$ cat src/rtl/muldiv_if.sv
// Operand/result bundle between the execute-stage controller and the muldiv unit.
// Signal names match the original muldiv port names.
interface muldiv_if #(
  parameter int unsigned XLEN = 32
);
  logic [XLEN-1:0] opr_a_md_i;
  logic [XLEN-1:0] opr_b_md_i;
  logic [2:0]      op_md_i;
  logic            start_md_i;
  logic            busy_md_o;
  logic            done_md_o;
  logic [XLEN-1:0] hi_md_o;
  logic [XLEN-1:0] lo_md_o;

  modport master (
    output opr_a_md_i, opr_b_md_i, op_md_i, start_md_i,
    input  busy_md_o, done_md_o, hi_md_o, lo_md_o
  );

  modport slave (
    input  opr_a_md_i, opr_b_md_i, op_md_i, start_md_i,
    output busy_md_o, done_md_o, hi_md_o, lo_md_o
  );
endinterface

$ cat src/rtl/muldiv.sv
// Iterative MULT/MULTU/DIV/DIVU unit owning HI/LO; one bit per cycle, 34-cycle latency.
// Optional MULDIV_DIV0_FLAG_EN adds a sticky divide-by-zero flag output div0_md_o.
module muldiv #(
  parameter int unsigned XLEN = 32,
  parameter int unsigned ITER = 32
) (
  input  logic     clk,
  input  logic     reset,
  muldiv_if.slave  md
`ifdef MULDIV_DIV0_FLAG_EN
  ,
  output logic     div0_md_o
`endif
);

  typedef enum logic [1:0] {IDLE, PREP, CALC, FIX} state_e;
  typedef enum logic [2:0] {
    MD_MULT  = 3'b000,
    MD_MULTU = 3'b001,
    MD_DIV   = 3'b010,
    MD_DIVU  = 3'b011,
    MD_MTHI  = 3'b100,
    MD_MTLO  = 3'b101
  } md_op_e;

  state_e            state_q, state_d;
  logic              is_div_q, is_signed_q, neg_res_q, neg_rem_q, b_zero_q;
  logic [XLEN-1:0]   opa_q, opb_q, orig_a_q, hi_q, lo_q;
  logic [2*XLEN-1:0] acc_q;
  logic [5:0]        cnt_q;
  logic              done_q;
  logic              accept;

  logic [XLEN:0]     mul_sum;
  logic [XLEN:0]     div_ext;
  logic              div_ge;
  logic [XLEN-1:0]   div_diff;
  logic [2*XLEN-1:0] prod_fix;
  logic [XLEN-1:0]   quo_fix, rem_fix;

  assign accept = (state_q == IDLE) && md.start_md_i;

  always_ff @(posedge clk) begin
    if (reset) state_q <= IDLE;
    else       state_q <= state_d;
  end

  always_comb begin
    state_d = state_q;
    unique case (state_q)
      IDLE: if (accept && !md.op_md_i[2]) state_d = PREP;
      PREP: state_d = CALC;
      CALC: if (cnt_q == 6'(ITER - 1)) state_d = FIX;
      FIX:  state_d = IDLE;
      default: state_d = IDLE;
    endcase
  end

  always_comb begin
    md.busy_md_o = (state_q != IDLE);
    md.done_md_o = done_q;
    md.hi_md_o   = hi_q;
    md.lo_md_o   = lo_q;
  end

  // Multiply keeps the running product in acc and shifts it right; divide keeps
  // remainder in acc[hi] and shifts quotient bits into acc[lo] while opa shifts left.
  always_comb begin
    mul_sum  = {1'b0, acc_q[2*XLEN-1:XLEN]} + (opb_q[0] ? {1'b0, opa_q} : '0);
    div_ext  = {acc_q[2*XLEN-1:XLEN], opa_q[XLEN-1]};
    div_ge   = div_ext >= {1'b0, opb_q};
    div_diff = XLEN'(div_ext - {1'b0, opb_q});
    prod_fix = neg_res_q ? -acc_q : acc_q;
    quo_fix  = neg_res_q ? -acc_q[XLEN-1:0] : acc_q[XLEN-1:0];
    rem_fix  = neg_rem_q ? -acc_q[2*XLEN-1:XLEN] : acc_q[2*XLEN-1:XLEN];
  end

  always_ff @(posedge clk) begin
    if (reset) begin
      is_div_q    <= 1'b0;
      is_signed_q <= 1'b0;
      neg_res_q   <= 1'b0;
      neg_rem_q   <= 1'b0;
      b_zero_q    <= 1'b0;
      opa_q       <= '0;
      opb_q       <= '0;
      orig_a_q    <= '0;
      hi_q        <= '0;
      lo_q        <= '0;
      acc_q       <= '0;
      cnt_q       <= '0;
      done_q      <= 1'b0;
    end else begin
      done_q <= 1'b0;
      unique case (state_q)
        IDLE: begin
          if (accept) begin
            case (md.op_md_i)
              MD_MTHI: hi_q <= md.opr_a_md_i;
              MD_MTLO: lo_q <= md.opr_a_md_i;
              MD_MULT, MD_MULTU, MD_DIV, MD_DIVU: begin
                is_div_q    <= md.op_md_i[1];
                is_signed_q <= !md.op_md_i[0];
                opa_q       <= md.opr_a_md_i;
                opb_q       <= md.opr_b_md_i;
                orig_a_q    <= md.opr_a_md_i;
              end
              default: ;
            endcase
          end
        end
        PREP: begin
          if (is_signed_q) begin
            opa_q <= opa_q[XLEN-1] ? -opa_q : opa_q;
            opb_q <= opb_q[XLEN-1] ? -opb_q : opb_q;
          end
          neg_res_q <= is_signed_q && (opa_q[XLEN-1] ^ opb_q[XLEN-1]);
          neg_rem_q <= is_signed_q && opa_q[XLEN-1];
          b_zero_q  <= (opb_q == '0);
          acc_q     <= '0;
          cnt_q     <= '0;
        end
        CALC: begin
          if (!is_div_q) begin
            acc_q <= {mul_sum, acc_q[XLEN-1:1]};
            opb_q <= opb_q >> 1;
          end else begin
            acc_q[2*XLEN-1:XLEN] <= div_ge ? div_diff : div_ext[XLEN-1:0];
            acc_q[XLEN-1:0]      <= {acc_q[XLEN-2:0], div_ge};
            opa_q                <= opa_q << 1;
          end
          cnt_q <= cnt_q + 6'd1;
        end
        FIX: begin
          done_q <= 1'b1;
          if (!is_div_q) begin
            hi_q <= prod_fix[2*XLEN-1:XLEN];
            lo_q <= prod_fix[XLEN-1:0];
          end else if (b_zero_q) begin
            hi_q <= orig_a_q;
            lo_q <= '1;
          end else begin
            hi_q <= rem_fix;
            lo_q <= quo_fix;
          end
        end
        default: ;
      endcase
    end
  end

`ifdef MULDIV_DIV0_FLAG_EN
  logic div0_q;

  always_ff @(posedge clk) begin
    if (reset)                                       div0_q <= 1'b0;
    else if (accept)                                 div0_q <= 1'b0;
    else if (state_q == FIX && is_div_q && b_zero_q) div0_q <= 1'b1;
  end

  assign div0_md_o = div0_q;
`endif

endmodule

$ cat src/flat_wrapper.sv
// flat-port wrapper written by rule: the top's interface ports become plain ports
module muldiv_flat 
#(
  parameter int unsigned XLEN = 32,
  parameter int unsigned ITER = 32
)
  (clk, reset, md_opr_a_md_i, md_opr_b_md_i, md_op_md_i, md_start_md_i, md_busy_md_o, md_done_md_o, md_hi_md_o, md_lo_md_o);
  muldiv_if #(.XLEN(XLEN)) md_i ();
  input  logic clk;
  input  logic reset;
  input wire logic [$bits(md_i.opr_a_md_i)-1:0] md_opr_a_md_i;
  input wire logic [$bits(md_i.opr_b_md_i)-1:0] md_opr_b_md_i;
  input wire logic [$bits(md_i.op_md_i)-1:0] md_op_md_i;
  input wire logic [$bits(md_i.start_md_i)-1:0] md_start_md_i;
  output wire logic [$bits(md_i.busy_md_o)-1:0] md_busy_md_o;
  output wire logic [$bits(md_i.done_md_o)-1:0] md_done_md_o;
  output wire logic [$bits(md_i.hi_md_o)-1:0] md_hi_md_o;
  output wire logic [$bits(md_i.lo_md_o)-1:0] md_lo_md_o;
  assign md_i.opr_a_md_i = md_opr_a_md_i;
  assign md_i.opr_b_md_i = md_opr_b_md_i;
  assign md_i.op_md_i = md_op_md_i;
  assign md_i.start_md_i = md_start_md_i;
  assign md_busy_md_o = md_i.busy_md_o;
  assign md_done_md_o = md_i.done_md_o;
  assign md_hi_md_o = md_i.hi_md_o;
  assign md_lo_md_o = md_i.lo_md_o;
  muldiv #(.XLEN(XLEN), .ITER(ITER)) u_core (.clk(clk), .reset(reset), .md(md_i));
endmodule
$ cat config.mk
export PLATFORM = sky130hd
export DESIGN_NAME = muldiv_flat
export DESIGN_NICKNAME = d
export VERILOG_FILES = /design/src/rtl/muldiv_if.sv /design/src/rtl/muldiv.sv /design/src/flat_wrapper.sv
export SDC_FILE = /design/constraint.sdc
export NUM_CORES = 1
export LEC_CHECK = 0
export CORE_UTILIZATION = 25
export CTS_CLUSTER_SIZE = 30
export DETAILED_ROUTE_END_ITERATION = 7
export PLACE_DENSITY = 0.48
export SYNTH_ARGS = -nofsm -noshare
export SYNTH_HDL_FRONTEND = slang
export SYNTH_SLANG_ARGS = --single-unit
$ cat constraint.sdc
create_clock -name clk -period 3.8 [get_ports clk]
set_input_delay 0.76 -clock clk [delete_from_list [all_inputs] [get_ports clk]]
set_output_delay 0.76 -clock clk [all_outputs]
set_load 0.01 [all_outputs]
==> flow_summary.yaml, run 1 <==
# implementation run metrics
pwr:
  power_density_nw_per_um2: 694
  leakagePower_nw: 8.30
finish:
  n_sequential_cell: 238
  comb_area_share: 0.562
  buf_share: 0.107
  num-multi-input-gates: 2044
  final_cell_mix: "315 x a21oi_1, 286 x nor2_1, 272 x nand2_1, 235 x dfxtp_1, 194 x o21ai_0"
  drive_gt1_frac: 0.0881
  final-comb-area_um2: 12500
  num-clock-buffers: 42
  area_share_clock_buf_inv: 0.0503
  largest_class: "combinational gates"
  sh_seq_area: 0.215
timing:
  max-slew-margin-rel: 0.305
  timing_hold_violations_final: 0
  tns_ps: 0
  fin_crit_ps: 3610
floorplan:
  die_x_um: 272
  tap_cells: 950
  fp_util: 0.254
logic_synthesis:
  ys_cells: 2556
  ys_chip_area_um2: 18200
  syn_area_per_cell_um2: 7.12
  syn_inst: 2556
  async_flop_share: 0
  yosysWarnings: 0
cts:
  numCtsBuffers: 31
  clk_pin_slew_ps: 60
  cts_max_level: 1
  cts.sinks: 238
  ctsResizeCount: 0
critical_path:
  crit_family: "simple AND/OR/NAND/NOR gates"
  path_buffers: 2
routing:
  drtAntennaViolNets: 0
grt:
  met1_usage: 0.276
  grt_antenna_before_repair: 1
placed_design:
  dp_hpwl_um: 57800
status:
  status: "finished, final reports clean"
flow_run:
  tool_warnings: 30
==> run 1: cells by family (layout without fill, tap and decap cells) <==
group,Yosys count,after routing,synth area share
AND/OR/NAND/NOR,929,929,0.240
AND-OR/OR-AND,822,822,0.278
buffers and inverters,274,385,0.0569
flip-flops,238,238,0.262
XOR/XNOR,140,140,0.0674
multiplexers,77,77,0.0427
adder cells (fa/ha/maj),76,76,0.0531
==> run 1: Yosys cell counts, types with 19 or more instances <==
| master | instances | area, um2 |
|---|---|---|
| inv_1 | 66 | 248 |
| nand2b_1 | 23 | 144 |
| xor2_1 | 40 | 350 |
| or4_1 | 19 | 143 |
| xnor2_1 | 100 | 876 |
| mux2i_1 | 72 | 721 |
| o21ai_0 | 194 | 971 |
| a21oi_1 | 317 | 1590 |
| and2_1 | 33 | 206 |
| nor2_1 | 288 | 1080 |
| a21o_1 | 34 | 255 |
| nor3_1 | 87 | 435 |
| and3_1 | 21 | 131 |
| o211ai_1 | 23 | 173 |
| o31ai_1 | 20 | 150 |
| nand2_1 | 273 | 1020 |
| nor4_1 | 22 | 138 |
| dfxtp_1 | 238 | 4760 |
| a22oi_1 | 28 | 210 |
| ha_1 | 74 | 926 |
| a211oi_1 | 49 | 368 |
| clkbuf_1 | 189 | 709 |
| nand3_1 | 63 | 315 |
| o221ai_1 | 27 | 236 |
| or3_1 | 30 | 188 |
==> run 1: state kept, by name (all words and copies together), names as in the netlist, 2 cells and up <==
| register | count |
|---|---|
| u_core.acc_q | 64 |
| u_core.cnt_q | 6 |
| u_core.md.hi_md_o | 32 |
| u_core.md.lo_md_o | 32 |
| u_core.opa_q | 32 |
| u_core.opb_q | 32 |
| u_core.orig_a_q | 32 |
| u_core.state_q | 2 |
==> run 1: report_power, final <==
part / switching (W) / leakage, nW / internal, W
combinational: 0.00529 / 5.82 / 0.00314
clock: 0.00131 / 0.545 / 0.00197
sequential: 0.000677 / 1.94 / 0.00298
total: 0.00727 / 8.30 / 0.00810
==> run 1: stage by stage <==
stage / cells / hold WS [ps] / cell area (um2) / util / worst slack (ps)
6_report: 3617 / 452 / 22100 / 0.309 / 189
5_1_grt: 3617 / 472 / 22100 / 0.309 / 129
4_1_cts: 3617 / 455 / 22100 / 0.309 / 239
3_5_place_dp: 3559 / 446 / 21000 / 0.293 / 261
3_3_place_gp: 3559 / 440 / 21000 / 0.293 / 311
2_1_floorplan: 2556 / 431 / 18200 / - / 567
==> run 1: metal layers <==
metal	routed length (um)	vias to the layer above
met1	35600	9426
met4	1760	0
met5	0	-
met3	3900	83
met2	35400	576
li1	-	9368
==> run 1: final timing paths <==
check / to / slack (ps) / depth (start not counted) / startpoint
worst max-delay path: u_core.opb_q[31] / 190 / 11 / u_core.opb_q[0]
worst min-delay path: u_core.orig_a_q[24] / 450 / 2 / u_core.orig_a_q[24]
worst max register to register: u_core.opb_q[31] / 190 / 11 / u_core.opb_q[0]
worst min register to register: u_core.orig_a_q[24] / 450 / 2 / u_core.orig_a_q[24]
### Wiring by layer, run 1

The bar under the picture is 100 um long.
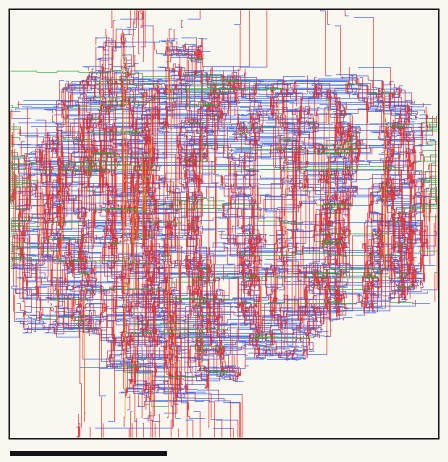
legend:
  orange:
    layer: metal 4
    wire_length: 1760 um
  green:
    layer: metal 3
    wire_length: 3900 um
  blue:
    layer: metal 1
    wire_length: 35.6 mm
  red:
    layer: metal 2
    wire_length: 35.4 mm
Wirelength per Cell: 21.2 um
WL final: 76700 um

### Met3 routing, run 1

The bar under the picture is 100 um long.
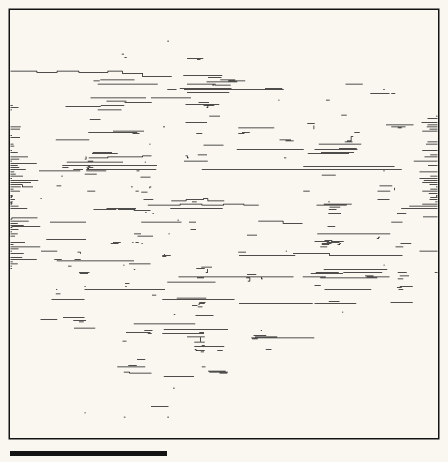
main direction: horizontal
share of all routed wire: 5.1%
nets with wire on the layer: 268
wire length on this layer: 3900 um
met3 Usage GRT: 0.0226
Vias: 19453

### Met4 routing, run 1

Supply wires on this layer in gray.
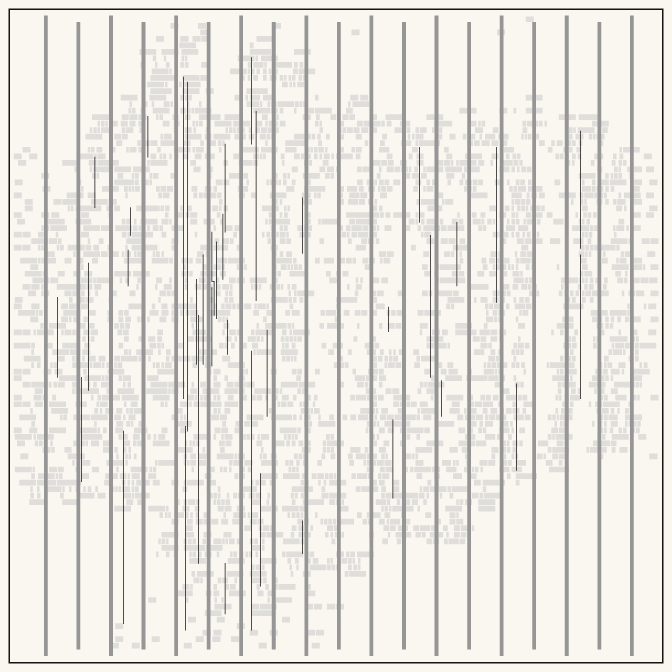
share of all routed wire: 2.3%
wire length on this layer: 1760 um
main direction: vertical

### Placement view, run 1

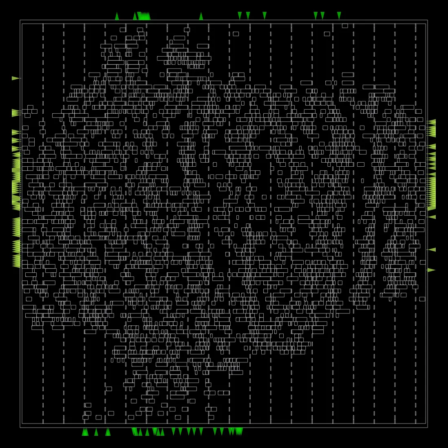
Non-Filler Instances: 3617
fillers: 7687
Layout Utilization: 0.309

==> run 1 -> run 2 <==
--- a/config.mk
+++ b/config.mk
@@ -5,6 +5,7 @@
 export SDC_FILE = /design/constraint.sdc
 export NUM_CORES = 1
 export LEC_CHECK = 0
+export ABC_CLOCK_PERIOD_IN_PS = 3800
 export CORE_UTILIZATION = 25
 export CTS_CLUSTER_SIZE = 30
 export DETAILED_ROUTE_END_ITERATION = 7
### Placement view, run 2

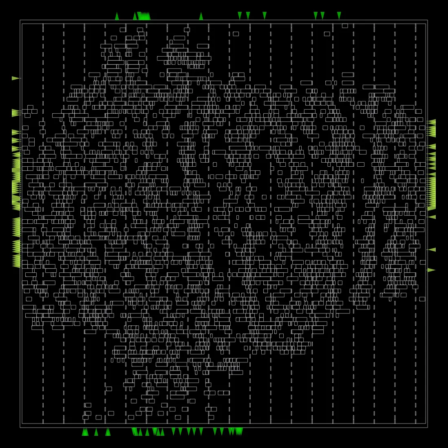
flop count: 238
core area: 71700 um2
Tap Count: 950

### Wiring by layer, run 2

The bar under the picture is 100 um long.
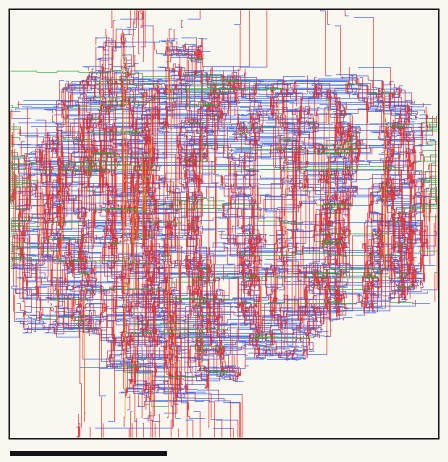
legend:
  red:
    layer: metal 2
    wire_length: 35.4 mm
  orange:
    layer: metal 4
    wire_length: 1760 um
  green:
    layer: metal 3
    wire_length: 3900 um
  blue:
    layer: metal 1
    wire_length: 35.6 mm
Total Routing Usage GR: 0.202

==> flow_summary.yaml, run 2 <==
# implementation run metrics
critical_path:
  reg2reg_from: "u_core.opb_q[0]"
  startpoint: "u_core.opb_q[0]"
  path_buffers: 2
cts:
  numCtsBuffers: 31
  cts_max_level: 1
  clk_pin_slew_ps: 60
  cts.sinks: 238
timing:
  tns_ps: 0
  max-slew-margin-rel: 0.305
  fin_crit_ps: 3610
logic_synthesis:
  yosysWarnings: 0
  ys_chip_area_um2: 18200
  yosysTopAreaCell: "dfxtp_1"
  syn_inst: 2556
  top_cell: "a21oi_1"
  synth_top_area_share: 0.262
floorplan:
  die_x_um: 272
finish:
  stdcell_count: 3617
  largest_register_ffs: 64
  fillCellCount: 7687
routing:
  routedWlPerCell_um: 21.2
  vias: 19453
  drtAntennaViolNets: 0
placed_design:
  dp.cells: 3559
status:
  status: "finished, final reports clean"
min_path:
  min_from: "u_core.orig_a_q[24]"
## run 2: cell counts in the layout (fill, tap and decap cells not counted)
No cell type changed its count.
## run 2: metal layers
metal | vias up | part of all wire | wire, um | global-route usage
li1 | 9368 | - | - | -
met1 | 9426 | 0.46 | 35600 | 0.276
met2 | 576 | 0.46 | 35400 | 0.336
met3 | 83 | 0.051 | 3900 | 0.0226
met4 | 0 | 0.023 | 1760 | 0.0475
met5 | - | 0 | 0 | 0
## run 2: path summary, 6_finish.rpt
kind / endpoint / slack (ps) / depth (start not counted)
max: u_core.opb_q[31] / 190 / 11
min: u_core.orig_a_q[24] / 450 / 2
max reg2reg: u_core.opb_q[31] / 190 / 11
min reg2reg: u_core.orig_a_q[24] / 450 / 2
## run 2: cell type report
| type | instances | area, um2 | area share |
|---|---|---|---|
| well taps | 950 | 1190 | 0.0537 |
| clock inverters | 16 | 228 | 0.0103 |
| repair buffers | 260 | 2370 | 0.107 |
| multi-input cells | 2044 | 12500 | 0.562 |
| clock buffers | 42 | 887 | 0.0401 |
| flip-flops and latches | 238 | 4770 | 0.215 |
| inverters | 67 | 251 | 0.0114 |
## run 2: per-stage QoR
| stage | power [W] | utilization | area, um2 | setup slack (ps) | hold slack, ps |
|---|---|---|---|---|---|
| floorplan | 0.00893 | - | 18200 | 567 | 431 |
| global placement | 0.0119 | 0.293 | 21000 | 311 | 440 |
| detailed placement | 0.0120 | 0.293 | 21000 | 261 | 446 |
| CTS | 0.0153 | 0.309 | 22100 | 239 | 455 |
| global route | 0.0164 | 0.309 | 22100 | 129 | 472 |
| finish | 0.0154 | 0.309 | 22100 | 189 | 452 |
## run 2: kinds of logic after synthesis
kind of cell               share of synthesized area
AOI/OAI and AO/OA                              0.278
xor gates and xnor gates                      0.0674
adders and majority gates                     0.0531
buffers and inverters                         0.0569
DFF                                            0.262
muxes                                         0.0427
and+or+nand+nor                                0.240
## run 2: what timing repair did
action,CTS,global route
endpoints found under the hold margin,0,0
endpoints found under the setup margin,0,1
gates resized,0,1
## run 2: tightest hold or removal path: stages, from the launching register on
cell	delay, ps
dfxtp_1	310
nand2_1	50
a21oi_1	50
## run 2: where the power goes
| part | switching [W] | total [W] | internal (W) |
|---|---|---|---|
| clock | 0.00131 | 0.00328 | 0.00197 |
| sequential | 0.000677 | 0.00366 | 0.00298 |
| combinational | 0.00529 | 0.00843 | 0.00314 |
| total | 0.00727 | 0.0154 | 0.00810 |
### Met3 routing, run 2

The bar under the picture is 100 um long.
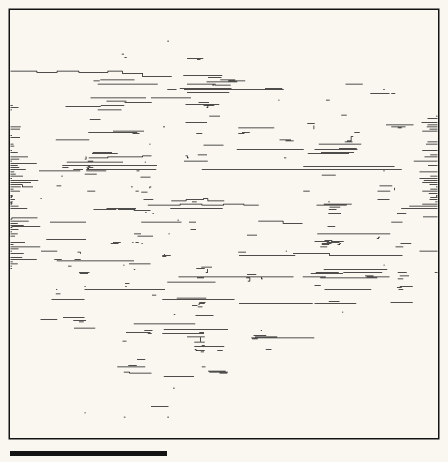

==> run 2 -> run 3 <==
--- a/config.mk
+++ b/config.mk
@@ -5,10 +5,11 @@
 export SDC_FILE = /design/constraint.sdc
 export NUM_CORES = 1
 export LEC_CHECK = 0
-export ABC_CLOCK_PERIOD_IN_PS = 3800
+export ABC_CLOCK_PERIOD_IN_PS = 3500
 export CORE_UTILIZATION = 25
 export CTS_CLUSTER_SIZE = 30
 export DETAILED_ROUTE_END_ITERATION = 7
+export GPL_TIMING_DRIVEN = 0
 export PLACE_DENSITY = 0.48
 export SYNTH_ARGS = -nofsm -noshare
 export SYNTH_HDL_FRONTEND = slang
==> constraint.sdc (replaced) <==
create_clock -name clk -period 3.5 [get_ports clk]
set_input_delay 0.7 -clock clk [delete_from_list [all_inputs] [get_ports clk]]
set_output_delay 0.7 -clock clk [all_outputs]
set_load 0.01 [all_outputs]
### Met3 routing, run 3

The bar under the picture is 100 um long.
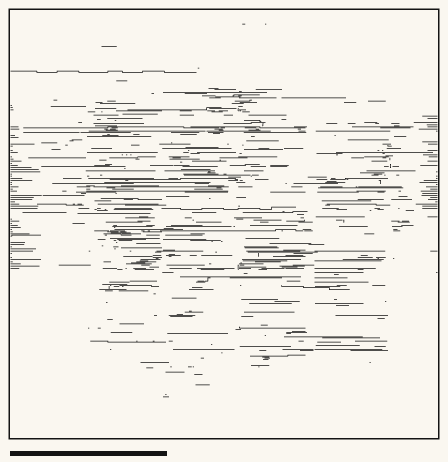
nets with wire on the layer: 430
share of all routed wire: 8.5%
Vias: 20691
met3 Usage GRT: 0.0334

### Met4 routing, run 3

Supply wires on this layer in gray.
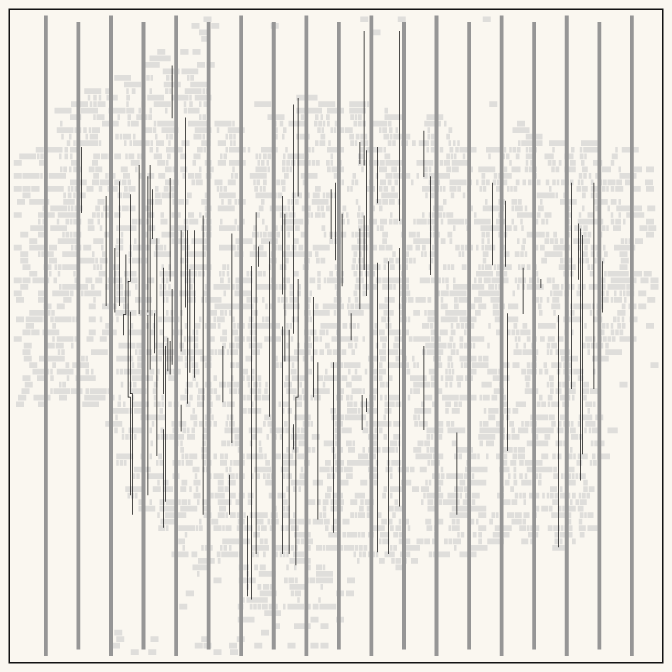
share of all routed wire: 4.7%
wire length on this layer: 4300 um
longest straight run: 142 um
main direction: vertical
nets with wire on the layer: 62
WL final: 91500 um

==> flow_summary.yaml, run 3 <==
# implementation run metrics
status:
  status: "finished, final reports clean"
finish:
  regMostFlops: "u_core.acc_q"
  drive_gt1_frac: 0.0727
  final-comb-area_um2: 12800
  largest_register_ffs: 64
  regArea_um2: 4780
  fin_util: 0.312
logic_synthesis:
  synth_top_area_share: 0.262
  yosys-top-cells-count: "317 x a21oi_1, 288 x nor2_1, 273 x nand2_1"
  yosysWarnings: 0
  yosysTopAreaCell: "dfxtp_1"
  area_leaders: "dfxtp_1 26%, a21oi_1 8.7%, nor2_1 5.9%"
  top_cell: "a21oi_1"
  ys_chip_area_um2: 18200
  syn_area_per_cell_um2: 7.12
  async_flop_share: 0
cts:
  cts.sinks: 238
  numCtsBuffers: 31
routing:
  drtAntennaViolNets: 0
  routedWlPerCell_um: 24.7
placed_design:
  dp_hpwl_um: 70300
timing:
  fin_crit_ps: 3410
  max-slew-margin-rel: 0.227
  timing_hold_violations_final: 0
floorplan:
  die_x_um: 272
  core-area_um2: 71700
grt:
  grtUsageTotal: 0.238
  grt_antenna_before_repair: 0
flow_run:
  tool_warnings: 32
pwr:
  power_density_nw_per_um2: 772
[run 3: cell count changes in the layout (fill, tap and decap cells not counted), moves of 6 or more]
cell,before,now
clkbuf_2,0,8
buf_12,6,0
nor4_1,21,15
clkbuf_1,4,177
buf_4,119,13
buf_1,0,11
o21ai_0,194,187
[run 3: final timing paths]
kind | from | slack, ps | endpoint | cells after the start
max | u_core.opb_q[0] | 90 | u_core.b_zero_q | 11
min | u_core.md.lo_md_o[28] | 450 | u_core.md.lo_md_o[28] | 2
max reg2reg | u_core.opb_q[0] | 90 | u_core.b_zero_q | 11
min reg2reg | u_core.md.lo_md_o[28] | 450 | u_core.md.lo_md_o[28] | 2
[run 3: worst max-delay path, stage by stage (launching register included)]
cell      delay [ps]
dfxtp_4          390
clkbuf_4         190
inv_2            100
ha_2             200
or3b_4           430
nor4_4           390
nand4_1          210
or3_4            380
or3_4            370
nor3_4           190
nand4_1          260
a21oi_2          220
[run 3: final cells by class]
class / count / share of cell area
Multi-Input combinational cell: 2044 / 0.573
Sequential cell: 238 / 0.214
Timing Repair Buffer: 147 / 0.0645
Tap cell: 950 / 0.0532
Clock buffer: 47 / 0.0414
Buffer: 199 / 0.0350
Inverter: 67 / 0.0113
Clock inverter: 10 / 0.00750
[run 3: kinds of logic (layout without fill, tap and decap cells)]
| logic type | Yosys count | after routing | synth area share |
|---|---|---|---|
| AND/OR/NAND/NOR | 929 | 929 | 0.240 |
| flip-flops | 238 | 238 | 0.262 |
| XOR/XNOR | 140 | 140 | 0.0674 |
| buffers and inverters | 274 | 470 | 0.0569 |
| AND-OR/OR-AND | 822 | 822 | 0.278 |
| multiplexers | 77 | 77 | 0.0427 |
| adder cells (fa/ha/maj) | 76 | 76 | 0.0531 |
[run 3: power by group]
part	leakage, nW	internal (W)	switching (W)	total, W
Combinational	5.59	0.00331	0.00642	0.00974
Sequential	1.94	0.00324	0.000759	0.00400
Clock	0.537	0.00211	0.00140	0.00351
[run 3: stage by stage]
stage          hold slack (ps)  power, W  instance area [um2]  setup TNS, ps  std cells
3_3_place_gp               442    0.0131                20700         -24430       3641
4_1_cts                    458    0.0167                22000          -8.95       3696
2_1_floorplan              431   0.00969                18200              0       2556
3_5_place_dp               444    0.0131                20700         -23450       3641
6_report                   455    0.0173                22400              0       3702
5_1_grt                    473    0.0182                22400           -104       3702
[run 3: metal layers]
layer  part of all wire  track usage
met1               0.43        0.329
met2               0.43        0.366
met3              0.085       0.0334
met4              0.047        0.103
met5                  0            0
[run 3: timing repair]
| action | 4_1_cts | 5_1_grt |
|---|---|---|
| endpoints found under the hold margin | 0 | 0 |
| gates resized | 53 | 73 |
| setup buffers | 1 | 11 |
| pin swaps | 4 | 18 |
| endpoints found under the setup margin | 57 | 68 |
No activity file was given, so power comes from the tool's default toggle rates.
